**The metal 4 layer**

Bar = 50 µm.
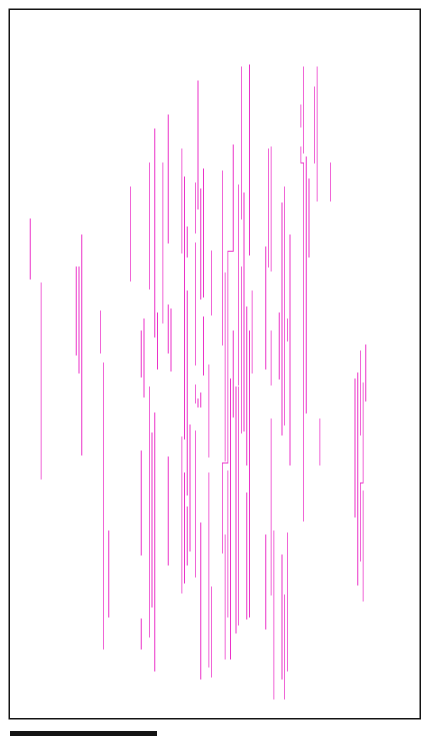
**Congestion heat map**

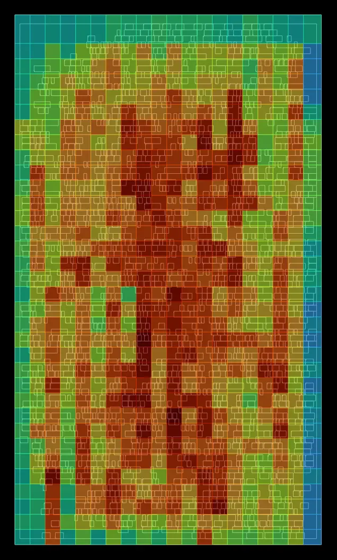
**Signal wires by layer**

Only two layers are drawn.
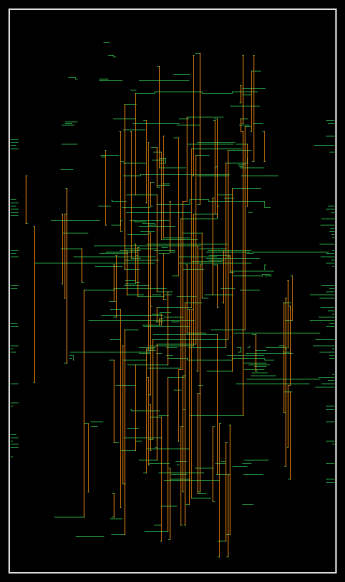
**Gate-type map**

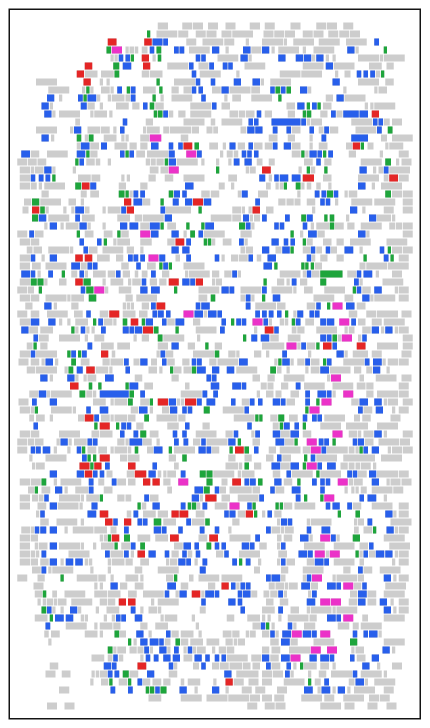
[src/rtl/muldiv_sequencer.sv]
// muldiv_sequencer: iterative 32-step MULT/MULTU/DIV/DIVU engine with busy/done handshake
package selector;
  typedef enum logic [1:0] {MULDIV_MULT, MULDIV_MULTU, MULDIV_DIV, MULDIV_DIVU} muldiv_e;
endpackage

module muldiv_sequencer
  import selector::*;
#(
  parameter int WIDTH = 32
) (
  input  logic             clk,
  input  logic             reset_n,
  input  logic             start,
  input  muldiv_e          funct,
  input  logic [WIDTH-1:0] a,
  input  logic [WIDTH-1:0] b,
  input  logic             flush,
  output logic             busy,
  output logic             done,
  output logic [WIDTH-1:0] hi,
  output logic [WIDTH-1:0] lo
);
  localparam int CW = $clog2(WIDTH);
  typedef enum logic [1:0] {IDLE, CALC, SIGN, DONE} state_e;
  state_e state_q, state_d;
  logic [CW-1:0] cnt_q, cnt_d;
  logic [2*WIDTH-1:0] acc_q, acc_d;
  logic [WIDTH-1:0] opb_q, opb_d, hi_q, hi_d, lo_q, lo_d;
  logic div_q, div_d, negq_q, negq_d, negr_q, negr_d, dz_q, dz_d;
  logic sgn, is_div;
  logic [WIDTH-1:0] abs_a, abs_b, rem, quo;
  logic [WIDTH:0] msum, dtrial;
  logic [2*WIDTH-1:0] mstep, dstep, prod;
  assign is_div = funct[1];
  assign sgn = ~funct[0];
  assign abs_a = (sgn && a[WIDTH-1]) ? -a : a;
  assign abs_b = (sgn && b[WIDTH-1]) ? -b : b;
  // acc holds {product_hi, multiplier} for multiply and {remainder, dividend/quotient} for divide
  assign msum = {1'b0, acc_q[2*WIDTH-1:WIDTH]} + {1'b0, acc_q[0] ? opb_q : {WIDTH{1'b0}}};
  assign mstep = {msum, acc_q[WIDTH-1:1]};
  assign dtrial = acc_q[2*WIDTH-1:WIDTH-1] - {1'b0, opb_q};
  assign dstep = dtrial[WIDTH] ? {acc_q[2*WIDTH-2:0], 1'b0}
                               : {dtrial[WIDTH-1:0], acc_q[WIDTH-2:0], 1'b1};
  assign rem = acc_q[2*WIDTH-1:WIDTH];
  assign quo = acc_q[WIDTH-1:0];
  assign prod = negq_q ? -acc_q : acc_q;
  always_comb begin
    state_d = state_q;
    cnt_d = cnt_q;
    acc_d = acc_q;
    opb_d = opb_q;
    div_d = div_q;
    negq_d = negq_q;
    negr_d = negr_q;
    dz_d = dz_q;
    hi_d = hi_q;
    lo_d = lo_q;
    if (flush && state_q != IDLE) state_d = IDLE;
    else begin
      case (state_q)
        IDLE: if (start && !flush) begin
          div_d = is_div;
          dz_d = is_div && b == '0;
          // divide-by-zero preloads its fixed result and is frozen through CALC
          acc_d = (is_div && b == '0) ? {a, {WIDTH{1'b1}}} : {{WIDTH{1'b0}}, abs_a};
          opb_d = abs_b;
          negq_d = sgn & (a[WIDTH-1] ^ b[WIDTH-1]);
          negr_d = sgn & a[WIDTH-1];
          cnt_d = CW'(WIDTH - 1);
          state_d = CALC;
        end
        CALC: begin
          acc_d = dz_q ? acc_q : div_q ? dstep : mstep;
          cnt_d = cnt_q - 1'b1;
          state_d = cnt_q == '0 ? SIGN : CALC;
        end
        SIGN: begin
          {hi_d, lo_d} = dz_q ? acc_q : !div_q ? prod
                       : {negr_q ? -rem : rem, negq_q ? -quo : quo};
          state_d = DONE;
        end
        default: state_d = IDLE;
      endcase
    end
  end
  always_ff @(posedge clk) begin
    if (!reset_n) begin
      state_q <= IDLE;
      cnt_q <= '0;
      acc_q <= '0;
      opb_q <= '0;
      div_q <= 1'b0;
      negq_q <= 1'b0;
      negr_q <= 1'b0;
      dz_q <= 1'b0;
      hi_q <= '0;
      lo_q <= '0;
    end else begin
      state_q <= state_d;
      cnt_q <= cnt_d;
      acc_q <= acc_d;
      opb_q <= opb_d;
      div_q <= div_d;
      negq_q <= negq_d;
      negr_q <= negr_d;
      dz_q <= dz_d;
      hi_q <= hi_d;
      lo_q <= lo_d;
    end
  end
  assign busy = state_q != IDLE;
  assign done = state_q == DONE;
  assign hi = hi_q;
  assign lo = lo_q;
endmodule

[config.mk]
export PLATFORM = sky130hd
export DESIGN_NAME = muldiv_sequencer
export DESIGN_NICKNAME = d
export VERILOG_FILES = /design/src/rtl/muldiv_sequencer.sv
export SDC_FILE = /design/constraint.sdc
export NUM_CORES = 1
export LEC_CHECK = 0
export CAP_MARGIN = 10
export CELL_PAD_IN_SITES_DETAIL_PLACEMENT = 0
export CELL_PAD_IN_SITES_GLOBAL_PLACEMENT = 1
export CORE_ASPECT_RATIO = 1.75
export CORE_MARGIN = 2
export CORE_UTILIZATION = 44
export CTS_BUF_LIST = sky130_fd_sc_hd__clkbuf_4
export CTS_CLUSTER_SIZE = 40
export DETAILED_ROUTE_END_ITERATION = 8
export PLACE_DENSITY = 0.85
export SETUP_SLACK_MARGIN = 0.05
export SYNTH_ARGS = -nofsm -noshare
export SYNTH_HDL_FRONTEND = slang
export SYNTH_SLANG_ARGS = --single-unit
[constraint.sdc]
create_clock -name clk -period 3.6 [get_ports clk]
set_input_delay 0.54 -clock clk [delete_from_list [all_inputs] [get_ports clk]]
set_output_delay 0.54 -clock clk [all_outputs]
set_load 0.05 [all_outputs]
==> results.json <==
{
  "status": "complete, no violations",
  "powerComb_uw": 2470,
  "cpPeakStageDelay_ps": 530,
  "p_per_area_nw_per_um2": 340,
  "leakagePower_uw": 0.00620,
  "finish.instance_area_um2": 17000,
  "pwr-share-comb_pct": 42.8,
  "layout.nets": 2247,
  "drc": 0,
  "cp_cell_sequence": "buf_4 > or4_4 > or4_4 > nor4_4 > buf_4 > nand4_1 > o21ai_0 > a41oi_1 > xnor2_1 > a21oi_1",
  "io_pins": 136,
  "cp.arrival_ps": 4060,
  "finalHoldViolCount": 0,
  "ys_seq_share_pct": 24.3,
  "grt_pass1_vias": 14898,
  "synth_area_per_cell_um2": 7.29,
  "vdd_drop_max_mv": 0.330,
  "maxSlewHeadroom_pct": 15.2,
  "finClkSkew_ps": 26.5,
  "fp_nets": 2075,
  "power.net_switching_uw": 2430,
  "synth_flops": 171,
  "critPathLaunchType": "register",
  "hold_buffers": 0,
  "numPortBuffers": 135,
  "post-synth-top-count-cell": "nor2_1",
  "seq-power_uw": 2100,
  "ant_nets": 0,
  "syn2layout_area_growth_pct": 20.4,
  "fmax_mhz": 284,
  "seqPwrFrac_pct": 36.5,
  "yosys-stat-cells": 1934,
  "grt_max_degree": 124,
  "critPathCaptureType": "register",
  "path_clk_slew_ps": 170,
  "row_count": 86,
  "synth_cells": 1934,
  "cts_buffers": 17,
  "top_area_share_pct": 24.3,
  "worstMarginPinSlew_ps": 1270,
  "yosys_warnings": 0,
  "switching_share_pct": 42.1,
  "critPathSlowestCell": "or4_4"
}
About 'the metal 4 layer':
longest straight run = 122 µm
nets with wire on the layer = 84
Detailed Route WL: 53.7 mm
Via Count: 15,342

About 'congestion heat map':
met1 usage: 33.8%
met2 Resource Use GR: 56.4%
GRT Max-Usage Layer: met2

About 'signal wires by layer':
orange -> M4  # wire length 4,370 µm
green -> M3  # wire length 2,770 µm
GRT Util Overall: 31.6%
WL per Instance: 21.3 µm

About 'gate-type map':
red -> non-inverting ao/oa cells  # cells 66, most used a21o_1
blue -> aoi and oai cells  # cells 605, most used a21oi_1, where all over the die
green -> nand cells  # cells 207, most used nand2_1, where all over the die
magenta -> mux cells  # cells 38, most used mux2i_1
most common logic cell in the routed design: nor2_1
logic share of the area: 59.0%
Final Instance Count excl. Fillers: 2,516

[repair_timing]
action                                  CTS  global route
hold endpoints to repair                  0             0
pin swaps                                 0             8
endpoints found under the setup margin    2            16
buffers inserted                          0             6
gates resized                             3            10
[state kept, by name, indices dropped and copies added (netlist names)]
signal	cells
negr_q	1
negq_q	1
lo	32
cnt_q	5
dz_q	1
acc_q	64
div_q	1
state_q	2
hi	32
opb_q	32
[final timing paths]
path                         start  cells past startpoint                   to
max          acc_q[0]$_SDFFE_PN0P_                     10  hi[23]$_SDFFE_PN0P_
min            lo[27]$_SDFFE_PN0P_                      2  lo[27]$_SDFFE_PN0P_
max reg2reg  acc_q[0]$_SDFFE_PN0P_                     10  hi[23]$_SDFFE_PN0P_
min reg2reg    lo[27]$_SDFFE_PN0P_                      2  lo[27]$_SDFFE_PN0P_
[metal layers]
metal / vias to the layer above / routed length (µm) / track usage [%]
met1: 7086 / 19800 / 33.8
met4: 0 / 4370 / 22.7
li1: 7440 / - / -
met2: 604 / 26700 / 56.4
met3: 212 / 2770 / 4.76
met5: - / 0 / 0
[logic make-up after synthesis]
group | after synthesis | share of synthesized area, %
xor gates and xnor gates | 159 | 9.88
DFF | 171 | 24.3
buffers and inverters | 196 | 5.24
adders and majority gates | 71 | 6.41
muxes | 38 | 2.71
AOI/OAI and AO/OA | 671 | 30.4
and+or+nand+nor | 628 | 21.1
[area by class of cell]
| cell class | instances | area, µm² |
|---|---|---|
| sequential | 171 | 3430 |
| tap | 396 | 495 |
| clock inverter | 15 | 151 |
| timing repair buffer | 272 | 2450 |
| multi-input combinational | 1567 | 10000 |
| inverter | 77 | 292 |
| fill | 3155 | 14600 |
| clock buffer | 17 | 128 |
| antenna | 1 | 2.50 |
Power and IR drop assume default switching activity.
